$ cat src/rtl/fir_seq_pkg.sv
// fir_seq_pkg
//   Shared types and helpers for the FIR result readout sequencer.
//   seq_state_t : readout FSM states
//   clog2_min1  : ceil(log2(n)) clamped to a minimum of 1 bit, for
//                 sizing counters whose range may collapse to a single value
package fir_seq_pkg;

    typedef enum logic [2:0] {
        IDLE,
        ARMED,
        READ,
        CAPTURE,
        OUT,
        FINISH
    } seq_state_t;

    function automatic int clog2_min1(input int n);
        return (n <= 2) ? 1 : $clog2(n);
    endfunction

endpackage

$ cat src/rtl/rd_lat_counter.sv
// rd_lat_counter
//   Loadable down-counter that times the register-read latency of fir_top.
//   clk     : clock, rising edge
//   reset   : asynchronous active-high, clears the count
//   load    : load loadVal this edge (takes priority over counting)
//   loadVal : value to load
//   zero    : count currently reads 0
//   Once loaded the counter runs down to 0 and parks there.
module rd_lat_counter #(
    parameter int WIDTH = 1
) (
    input  logic             clk,
    input  logic             reset,
    input  logic             load,
    input  logic [WIDTH-1:0] loadVal,
    output logic             zero
);

    logic [WIDTH-1:0] count;

    always_ff @(posedge clk or posedge reset) begin
        if (reset) begin
            count <= '0;
        end else if (load) begin
            count <= loadVal;
        end else if (count != '0) begin
            count <= count - WIDTH'(1);
        end
    end

    assign zero = (count == '0);

endmodule

$ cat src/rtl/fir_result_sequencer.sv
// fir_result_sequencer
//   Reads NUM_WORDS result words from fir_top's register-read port once a
//   filter run is done, and streams them out on a valid/ready interface.
//   clk, reset          : clock (rising edge), asynchronous active-high reset
//   start               : 1-cycle pulse arming a frame (only honoured in IDLE)
//   abort               : synchronous abort back to IDLE, wins over start
//   firDone             : fir_top done level, sampled only while ARMED
//   regAddr / regData   : register-read port into fir_top
//   outValid/outReady   : output handshake
//   outData / outLast   : result word and final-word marker
//   busy                : high in every state except IDLE
//   frameDone           : 1-cycle pulse following the last word handshake
//   All outputs are registered.
module fir_result_sequencer
    import fir_seq_pkg::*;
#(
    parameter int              ADDR_W    = 32,
    parameter int              DATA_W    = 32,
    parameter longint unsigned BASE_ADDR = 0,
    parameter int              NUM_WORDS = 8,
    parameter int              RD_LAT    = 0
) (
    input  logic              clk,
    input  logic              reset,
    input  logic              start,
    input  logic              abort,
    input  logic              firDone,
    output logic [ADDR_W-1:0] regAddr,
    input  logic [DATA_W-1:0] regData,
    output logic              outValid,
    input  logic              outReady,
    output logic [DATA_W-1:0] outData,
    output logic              outLast,
    output logic              busy,
    output logic              frameDone
);

    localparam int IW = $clog2(NUM_WORDS + 1);
    localparam int CW = clog2_min1(RD_LAT + 1);
    localparam longint unsigned LAST_ADDR = BASE_ADDR + 64'(NUM_WORDS) - 64'd1;
    localparam logic [ADDR_W-1:0] BASE = ADDR_W'(BASE_ADDR);

    if (NUM_WORDS < 1) begin : g_bad_num_words
        $error("fir_result_sequencer: NUM_WORDS must be >= 1");
    end
    if (ADDR_W < 64 && (LAST_ADDR >> ADDR_W) != 64'd0) begin : g_bad_addr_range
        $error("fir_result_sequencer: BASE_ADDR+NUM_WORDS-1 exceeds ADDR_W");
    end

    seq_state_t      state;
    logic [IW-1:0]   idx;
    logic            latLoad;
    logic            latZero;

    // Counter is loaded on the READ edge, so the first CAPTURE edge already
    // sees RD_LAT; RD_LAT=0 captures immediately.
    assign latLoad = (state == READ);

    rd_lat_counter #(
        .WIDTH (CW)
    ) u_lat (
        .clk     (clk),
        .reset   (reset),
        .load    (latLoad),
        .loadVal (CW'(RD_LAT)),
        .zero    (latZero)
    );

    always_ff @(posedge clk or posedge reset) begin
        if (reset) begin
            state     <= IDLE;
            idx       <= '0;
            regAddr   <= BASE;
            outValid  <= 1'b0;
            outData   <= '0;
            outLast   <= 1'b0;
            busy      <= 1'b0;
            frameDone <= 1'b0;
        end else if (abort) begin
            state     <= IDLE;
            idx       <= '0;
            regAddr   <= BASE;
            outValid  <= 1'b0;
            outLast   <= 1'b0;
            busy      <= 1'b0;
            frameDone <= 1'b0;
        end else begin
            frameDone <= 1'b0;
            case (state)
                IDLE: begin
                    regAddr <= BASE;
                    if (start) begin
                        state <= ARMED;
                        busy  <= 1'b1;
                    end
                end
                ARMED: begin
                    if (firDone) state <= READ;
                end
                READ: begin
                    regAddr <= BASE + ADDR_W'(idx);
                    state   <= CAPTURE;
                end
                CAPTURE: begin
                    if (latZero) begin
                        outData  <= regData;
                        outLast  <= (idx == IW'(NUM_WORDS - 1));
                        outValid <= 1'b1;
                        state    <= OUT;
                    end
                end
                OUT: begin
                    if (outReady) begin
                        outValid <= 1'b0;
                        outLast  <= 1'b0;
                        if (idx == IW'(NUM_WORDS - 1)) begin
                            // Pulse is raised entering FINISH so it appears
                            // the cycle right after the last handshake.
                            frameDone <= 1'b1;
                            state     <= FINISH;
                        end else begin
                            idx   <= idx + IW'(1);
                            state <= READ;
                        end
                    end
                end
                FINISH: begin
                    idx     <= '0;
                    regAddr <= BASE;
                    busy    <= 1'b0;
                    state   <= IDLE;
                end
                default: begin
                    state <= IDLE;
                    busy  <= 1'b0;
                end
            endcase
        end
    end

endmodule

$ cat config.mk
export PLATFORM = sky130hd
export DESIGN_NAME = fir_result_sequencer
export DESIGN_NICKNAME = d
export VERILOG_FILES = /design/src/rtl/fir_seq_pkg.sv /design/src/rtl/rd_lat_counter.sv /design/src/rtl/fir_result_sequencer.sv
export SDC_FILE = /design/constraint.sdc
export NUM_CORES = 1
export LEC_CHECK = 0
export ABC_AREA = 1
export ABC_CLOCK_PERIOD_IN_PS = 3100
export CAP_MARGIN = 10
export CORE_MARGIN = 10
export CORE_UTILIZATION = 34
export CTS_BUF_LIST = sky130_fd_sc_hd__clkbuf_8
export CTS_CLUSTER_SIZE = 30
export DETAILED_ROUTE_END_ITERATION = 7
export GPL_TIMING_DRIVEN = 0
export PLACE_DENSITY = 0.63
export REMOVE_ABC_BUFFERS = 1
export SETUP_SLACK_MARGIN = 0.4
export SLEW_MARGIN = 10
export SYNTH_ARGS = -nofsm -noshare
export SYNTH_HDL_FRONTEND = slang
export SYNTH_SLANG_ARGS = --single-unit
$ cat constraint.sdc
create_clock -name clk -period 3.1 [get_ports clk]
set_clock_uncertainty 0.1 [all_clocks]
set_input_delay 0.62 -clock clk [delete_from_list [all_inputs] [get_ports clk]]
set_output_delay 0.62 -clock clk [all_outputs]
set_load 0.01 [all_outputs]
Fig. 1: run 1, cells colored by class
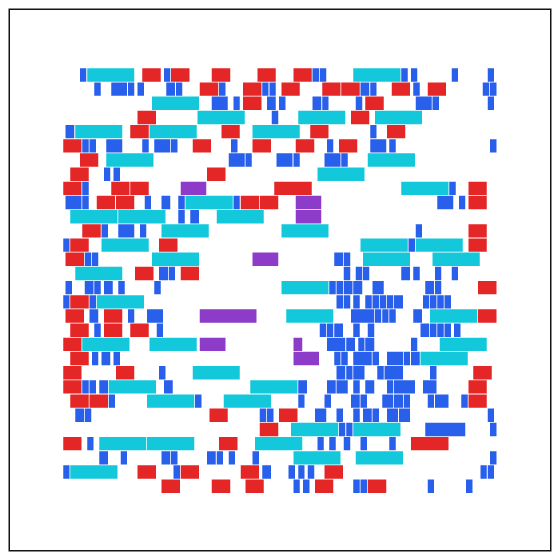
| class | color | cells | share of their area |
|---|---|---|---|
| registers | cyan | 47 | 37% |
| remaining logic cells | blue | 223 | 33% |
| clock drivers and dummy loads | purple | 8 | 3.7% |
| remaining buffers and delay cells | red | 79 | 26% |
Design Area, Final: 0.00326 sq mm
cell row count: 30
Core Box Area: 0.00679 sq mm

Fig. 2: run 1, supply network
The bar under the picture is 20 um long. Pins as bars on the die edge. Tap cells in gray.
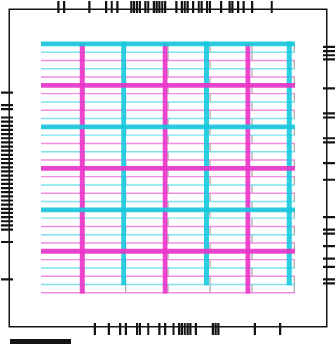
| net | color |
|---|---|
| VDD | cyan |
| VSS | magenta |
tap cells: 96
rows: 30
met5 straps: 6
maximum vdd ir drop: 415 uV
DIE HEIGHT: 104 um
chip width: 104 um

==> run_results.csv, run 1 <==
group,metric,value,unit
drt,avgRoutedWirePerCell,12.3,um
synthesis,yosys-stat-area,0.00237,sq mm
synthesis,ys_top_cells_by_area,"dfrtp_1, nand2_1, buf_4, inv_1, o21ai_2",
worst_setup_path,crit_path_max_fanout,54,
sta,finalWorstPathRequiredPeriod,2020,ps
worst_setup_path,end_kind,"flop",
global_routing,grt_start_max_net_pins,55,
sta,totalNegativeSetupSlack,0,ps
sta,layout_worst_path_cycle_share,65.1,%
clock_network,cts_inserted_buffers,5,
clock_network,path_clk_slew,80,ps
clock_network,root_buffer,"clkbuf_8",
worst_setup_path,crit-reg2reg-launch,"state[2]$_DFFE_PP0P_",
global_routing,globalRoute.totalOverflow,0,
synthesis,asyncSetResetFlopFracSynth,100,%
job,max-cap-violations,0,
placed_design,port_buffers,77,
synthesis,yosysWarnings,0,
synthesis,count_of_library_flops_with_an_enable_pin,0,
global_routing,antenna_violations_before_repair,0,
synthesis,yosys.cell_types.count,26,
placed_design,worst_slack_after_detailed_placement,762,ps
clock_network,hold_buffers,0,
worst_setup_path,cp_slowest_stage_delay,520,ps
sta,fmax,496,MHz
drt,detailedRoute.firstPassIterationCount,4,
clock_network,cts.repair_timing.setup_buffer_count,0,
synthesis,syn_inst,278,
drt,via_count,1861,
placed_design,detailed_place.area,0.00314,sq mm
die,die-area,0.0107,sq mm
hold_path,timing.hold.worst.class,"flop to flop",
die,pin_count,106,
power_and_ir_drop,switching_power,0.783,mW
synthesis,postSynthSeqShare,49.5,%
layout,final_core_util,47.9,%
synthesis,ys_cells,278,
synthesis,post-synth-top-area-cell,"dfrtp_1",
power_and_ir_drop,totalPowerFinal,2.43,mW
synthesis,top_area_share,49.5,%
synthesis,netlist_top_cells_count,"nand2_1, dfrtp_1, inv_1",
sta,worst_slack,1080,ps
worst_setup_path,worst-r2r-setup-slack,1440,ps
clock_network,longest_clk_path_bufs,2,
placed_design,total_half_perimeter_wirelength_after_legalization_and_detailed_placement,4380,um
power_and_ir_drop,pwr-share-seq,40.3,%
hold_path,whs_path_depth,2,
layout,n_fill_cell,697,
power_and_ir_drop,leakage,1.69,nW
clock_network,cts_tree,"built",
global_routing,grt_pass1_wl,9470,um
power_and_ir_drop,p_comb_share,40.5,%
power_and_ir_drop,internal-power,1.65,mW
synthesis,post_synth_instance_area,0.00237,sq mm
worst_setup_path,cp.required,3180,ps
synthesis,number_of_flip_flops_and_latches_in_the_synthesized_netlist,47,
layout,share_of_post_route_cells_with_drive_strength_above_1,9.52,%
hold_path,whs_endpoint,"outValid$_DFFE_PP0P_",
layout,fin_nets,395,
layout,flow.area_growth_from_synthesis,37.1,%
worst_setup_path,worstPathArrival,2100,ps
hold_path,worst_hold_startpoint,"outValid$_DFFE_PP0P_",
synthesis,top_cell,"nand2_1",
sta,final-hold-violation-count,0,
worst_setup_path,path_class,"input pin to flop",
drt,vias_per_cell,4.11,
drt,detail_route.wirelength,5580,um
die,initial_utilization,35.0,%
drt,drt_iter0_drc,45,
clock_network,cts.repair.resized,0,
placed_design,gp_congestion,0.827,
synthesis,dominant_synthesized_flop_cell,"dfrtp_1",
clock_network,clock_sinks,47,
sta,rsz_0062_raised_after_global_routing,"false",
outcome,outcome,"completed",
job,warnings,25,
sta,final_tally_of_max_slew_violations,0,
worst_setup_path,critical_path.cell_chain,"clkdlybuf4s50_1, inv_2, nand4_4, buf_12, nand2_1, o21ai_2",
drt,post-route-drc-count,0,
worst_setup_path,worst_r2r_endpoint,"outData[13]$_DFFE_PP0P_",
synthesis,synth.avg_cell_area,8.54,sq um
power_and_ir_drop,p_sw_share,32.2,%
clock_network,cts_htree_levels,2,
global_routing,grtUsageTotal,10.3,%
worst_setup_path,worst_path_max_delay_cell,"clkdlybuf4s50_1",
global_routing,number_of_global_route_vias_before_repair,1889,
power_and_ir_drop,power.density,747,mW/mm^2
worst_setup_path,category_of_the_worst_setup_path_launch_point,"input pin",
worst_setup_path,r2r_cells,5,
sta,report.final.setup_viol,0,
layout,diodes,0,
drt,drt.antenna.violating_nets,0,
Fig. 3: run 1, clock network drawn from the DEF
The bar under the picture is 20 um long.
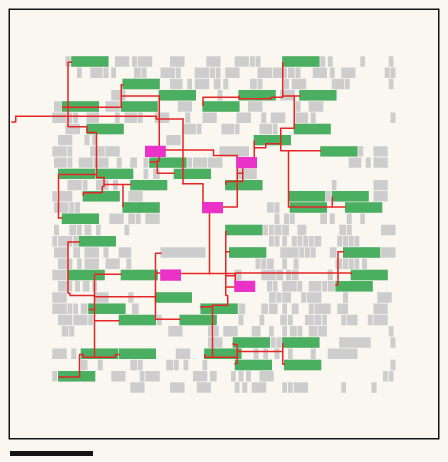
[flip-flops] green | count: 47
[clock-net drivers] magenta | count: 5
[clock wires] red | length: 642 um
routed clock nets: 6
clock-net power: 0.466 mW
latest clock arrival within the worst-skew pair: 290 ps
power share of the clock group: 19.2%

==> run 1: cells in the final DEF, fill, tap and decap left out, types with 4 or more instances in the layout <==
cell,instances
clkdlybuf4s50_1,77
nand2_1,68
dfrtp_1,47
inv_1,46
conb_1,28
o21ai_1,17
nand3_1,13
o21ai_2,13
nor2_1,11
o21ai_0,7
clkbuf_8,6
nand4_1,4
==> run 1: through the flow <==
| stage | std cells | hold WS, ps |
|---|---|---|
| 6_report | 453 | 378 |
| 3_5_place_dp | 445 | 365 |
| 3_3_place_gp | 443 | 356 |
| 2_1_floorplan | 270 | 404 |
| 4_1_cts | 453 | 385 |
| 5_1_grt | 453 | 416 |
==> run 1: sequential cells by signal, indices dropped and copies added (netlist names) <==
name,flops
busy,1
state,3
outLast,1
outValid,1
frameDone,1
idx,4
regAddr,4
outData,32
==> run 1: worst max path at each step <==
stage                                         end  slack (ps)  cells after the start   from
final                     outData[13]$_DFFE_PP0P_        1080                      6  abort
after global routing      outData[12]$_DFFE_PP0P_         980                      6  abort
after floorplan           outData[28]$_DFFE_PP0P_         710                      3  abort
after CTS                 outData[29]$_DFFE_PP0P_        1090                      6  abort
after detailed placement  outData[28]$_DFFE_PP0P_         760                      6  abort
after global placement    outData[29]$_DFFE_PP0P_        -510                      4  abort
==> run 1: final cells by class <==
class                      count  area [sq um]  area share (%)
sequential                    47          1180            36.1
clock inverter                 2          35.0            1.08
inverter                      49           184            5.65
clock buffer                   6          82.6            2.54
timing repair buffer          79           811            24.9
tap                           96           120            3.69
multi-input combinational    174           848            26.0
==> run 1: routing by layer <==
| metal | part of all wire [%] | up-vias | global-route usage [%] |
|---|---|---|---|
| met5 | 0 | - | 0 |
| met1 | 40 | 843 | 11.5 |
| met2 | 49 | 63 | 16.8 |
| li1 | - | 951 | - |
| met3 | 11 | 4 | 5.64 |
| met4 | 0.56 | 0 | 2.42 |
==> run 1: worst max-delay path: cells and delay by family <==
family / cells / cell delay [ps]
buffers and inverters: 3 / 1020
and+or+nand+nor: 2 / 370
AOI/OAI and AO/OA: 1 / 50
==> run 1: logic make-up (layout without fill, tap and decap cells) <==
family,Yosys count,count (layout),share of synthesized area (%)
other,1,28,0.158
AOI/OAI and AO/OA,41,41,11.1
and+or+nand+nor,104,104,19.3
buffers and inverters,84,136,19.4
adders and majority gates,1,1,0.527
DFF,47,47,49.5
==> run 1: power groups by stage <==
stage / Sequential [mW] / Clock, mW / Combinational, mW
floorplan: 1.08 / 0 / 0.326
global placement: 0.978 / 0 / 0.989
detailed placement: 0.993 / 0 / 1.01
CTS: 0.983 / 0.487 / 1.01
global route: 1.02 / 0.510 / 1.09
finish: 0.980 / 0.466 / 0.986
==> run 1 -> run 2 <==
ABC_CLOCK_PERIOD_IN_PS = 1800   (was 3100)
PLACE_DENSITY = 0.66   (was 0.63)
clock period = 1.8 ns   (was 3.1 ns; I/O delays follow)
Fig. 4: run 2, clock network drawn from the DEF
The bar under the picture is 20 um long.
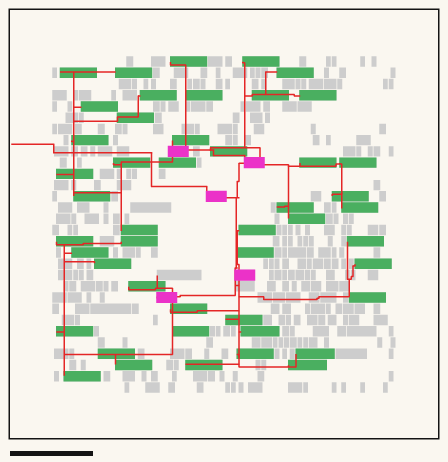
[clock-net drivers] magenta | count: 5
[flip-flops] green | count: 47
[clock wires] red | length: 652 um
flops lie: all over the die
routed clock nets: 6
clock-net power: 0.809 mW
power share of the clock group: 20.4%

Fig. 5: run 2, signal wires by layer
The bar under the picture is 20 um long. Only two layers are drawn.
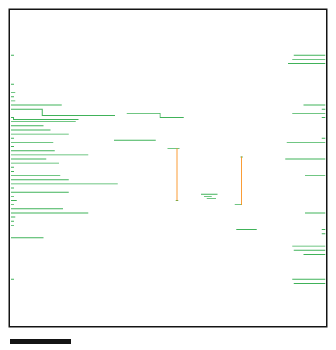
| layer | color | wire length |
|---|---|---|
| M4 | orange | 32.6 um |
| M3 | green | 566 um |
final routed wirelength across all metal layers: 5950 um
number of vias after detailed routing: 1949
drt wl/cell: 12.7 um

Fig. 6: run 2, clock routing
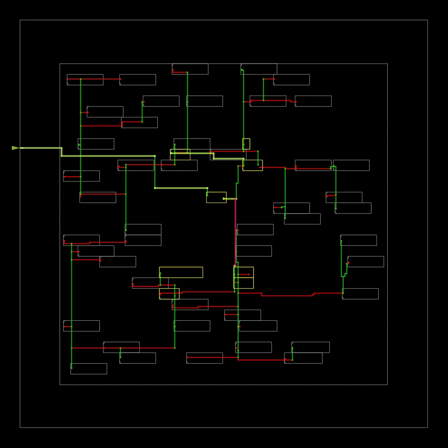
TritonCTS sink count: 47
clock buffers created by TritonCTS: 5
flip-flops: 47
# clk buffers: 6

==> run_results.csv, run 2 <==
group,metric,value,unit
worst_setup_path,worst-r2r-setup-slack,400,ps
clock_network,root_buffer,"clkbuf_8",
die,floorplan.die.width,104,um
layout,largest_reg_flops,32,
worst_setup_path,worstPathArrival,1540,ps
die,initial_utilization,35.0,%
job,max-cap-violations,0,
layout,share_of_post_route_cells_with_drive_strength_above_1,26.6,%
die,die-area,0.0107,sq mm
die,pin_count,106,
hold_path,timing.hold.worst.class,"input pin to asynchronous set/reset pin",
sta,slew_headroom,58.8,%
clock_network,cts_tree,"built",
layout,reg_top3,"outData x32, idx x4, regAddr x4",
sta,report.final.setup_viol,0,
sta,rsz_0062_raised_after_global_routing,"true",
layout,register_with_the_highest_flop_count,"outData",
synthesis,top_cell,"nand2_1",
die,rows,30,
synthesis,post_synth_instance_area,0.00237,sq mm
synthesis,dominant_synthesized_flop_cell,"dfrtp_1",
synthesis,top_area_share,49.5,%
die,die_height,104,um
sta,final-hold-violation-count,0,
sta,final_tally_of_max_slew_violations,0,
worst_setup_path,path_class,"flop to flop",
clock_network,longest_clk_path_bufs,2,
layout,diodes,0,
synthesis,ys_top_cells_by_area,"dfrtp_1, nand2_1, buf_4, inv_1, o21ai_2",
synthesis,syn_inst,278,
clock_network,path_clk_slew,90,ps
sta,layout_worst_path_cycle_share,77.7,%
placed_design,numPlacedInstances,445,
worst_setup_path,crit_path_max_fanout,6,
layout,fin_nets,410,
job,warnings,27,
synthesis,asyncSetResetFlopFracSynth,100,%
placed_design,port_buffers,77,
synthesis,count_of_library_flops_with_an_enable_pin,0,
layout,layout_top_cell_excl_fill_tap,"nand2_1",
synthesis,netlist_top_cells_count,"nand2_1, dfrtp_1, inv_1",
sta,finalWorstPathRequiredPeriod,1400,ps
synthesis,number_of_flip_flops_and_latches_in_the_synthesized_netlist,47,
synthesis,yosys-stat-area,0.00237,sq mm
power_and_ir_drop,ir_worst_vdd,493,uV
synthesis,synth.avg_cell_area,8.54,sq um
layout,lay_top_cells,"nand2_1, inv_1, dfrtp_1",
global_routing,antenna_violations_before_repair,0,
power_and_ir_drop,leakage,1.82,nW
synthesis,postSynthSeqShare,49.5,%
drt,drt.antenna.violating_nets,0,
global_routing,grtUsageTotal,11.0,%
drt,drt_iter0_drc,66,
synthesis,post-synth-top-area-cell,"dfrtp_1",
global_routing,grt_start_max_net_pins,27,
worst_setup_path,category_of_the_worst_setup_path_launch_point,"flop",
synthesis,ys_cells,278,
global_routing,number_of_global_route_vias_before_repair,1989,
global_routing,globalRoute.totalOverflow,0,
drt,post-route-drc-count,0,
synthesis,yosysWarnings,0,
drt,detailedRoute.firstPassIterationCount,4,
power_and_ir_drop,power.density,1230,mW/mm^2
worst_setup_path,crit-reg2reg-launch,"state[0]$_DFFE_PP0P_",
layout,finish.cell_count_without_fillers,468,
global_routing,grt_pass1_wl,9960,um
layout,flow.area_growth_from_synthesis,35.7,%
power_and_ir_drop,totalPowerFinal,3.97,mW
drt,vias_per_cell,4.16,
worst_setup_path,end_kind,"flop",
placed_design,gp_congestion,0.834,
layout,final_core_util,47.4,%
worst_setup_path,cp.required,1940,ps
outcome,outcome,"completed",
sta,fmax,715,MHz
placed_design,total_half_perimeter_wirelength_after_legalization_and_detailed_placement,4360,um
die,floorplan.core_area,0.00679,sq mm
worst_setup_path,r2r_cells,5,
synthesis,yosys.cell_types.count,26,
clock_network,cts_htree_levels,2,
worst_setup_path,worst_r2r_endpoint,"idx[3]$_DFFE_PP0P_",
clock_network,clk_latency,290,ps
sta,worst_slew_pin_slew,618,ps
[run 2: cell counts after synthesis]
Identical to the previous run, type by type.
[run 2: cell type report]
| cell class | instances | area, sq um |
|---|---|---|
| inverter | 49 | 186 |
| multi-input combinational | 174 | 870 |
| clock buffer | 6 | 82.6 |
| tap | 96 | 120 |
| sequential | 47 | 1180 |
| fill | 672 | 3570 |
| timing repair buffer | 94 | 749 |
| clock inverter | 2 | 35.0 |
[run 2: logic make-up after synthesis]
logic type | count (synthesis) | synth area share [%]
compound gates | 41 | 11.1
fa+ha+maj | 1 | 0.527
buf+inv | 84 | 19.4
flops | 47 | 49.5
other cells | 1 | 0.158
simple gates | 104 | 19.3
[run 2: layer usage]
layer | share of wire, % | wire [um] | up-vias | global-route usage (%)
li1 | - | - | 986 | -
met1 | 41 | 2420 | 886 | 11.9
met2 | 49 | 2940 | 73 | 18.3
met3 | 9.5 | 565 | 4 | 5.76
met4 | 0.54 | 32 | 0 | 2.72
met5 | 0 | 0 | - | 0
[run 2: repair_timing]
item,in CTS,in global routing
resized,117,42
setup endpoints to repair,85,64
buffers inserted,6,8
pin swaps,1,4
cloned,1,0
hold buffers,0,0
[run 2: worst max-delay path, stage by stage, from the launching register on]
cell and delay (ps):
dfrtp_2 490, nor2_4 180, nand4_1 240, nand3_2 200, nand2_1 60, nand2_1 60
[run 2: per-stage QoR]
stage	cell area [sq um]	hold slack, ps	setup TNS (ps)	setup slack [ps]
detailed placement	3150	362	-7570	-326
CTS	3330	372	0	386
global placement	3090	356	-89650	-1560
finish	3220	354	0	402
floorplan	2200	393	-12680	-423
global route	3220	380	0	307
[run 2: power by group]
group | internal (mW) | switching [mW] | leakage (nW)
registers | 1.44 | 0.221 | 0.611
clock network | 0.450 | 0.359 | 0.0612
logic | 0.691 | 0.801 | 1.15
[run 2: worst max path at each step]
stage	from	to	slack, ps
finish	state[0]$_DFFE_PP0P_	idx[3]$_DFFE_PP0P_	400
global route	state[0]$_DFFE_PP0P_	idx[1]$_DFFE_PP0P_	310
CTS	state[0]$_DFFE_PP0P_	regAddr[2]$_DFFE_PP0P_	390
detailed placement	abort	outData[29]$_DFFE_PP0P_	-330
global placement	abort	outData[29]$_DFFE_PP0P_	-1560
floorplan	state[2]$_DFFE_PP0P_	outData[28]$_DFFE_PP0P_	-420
Power is estimated from default activity; no workload was simulated.
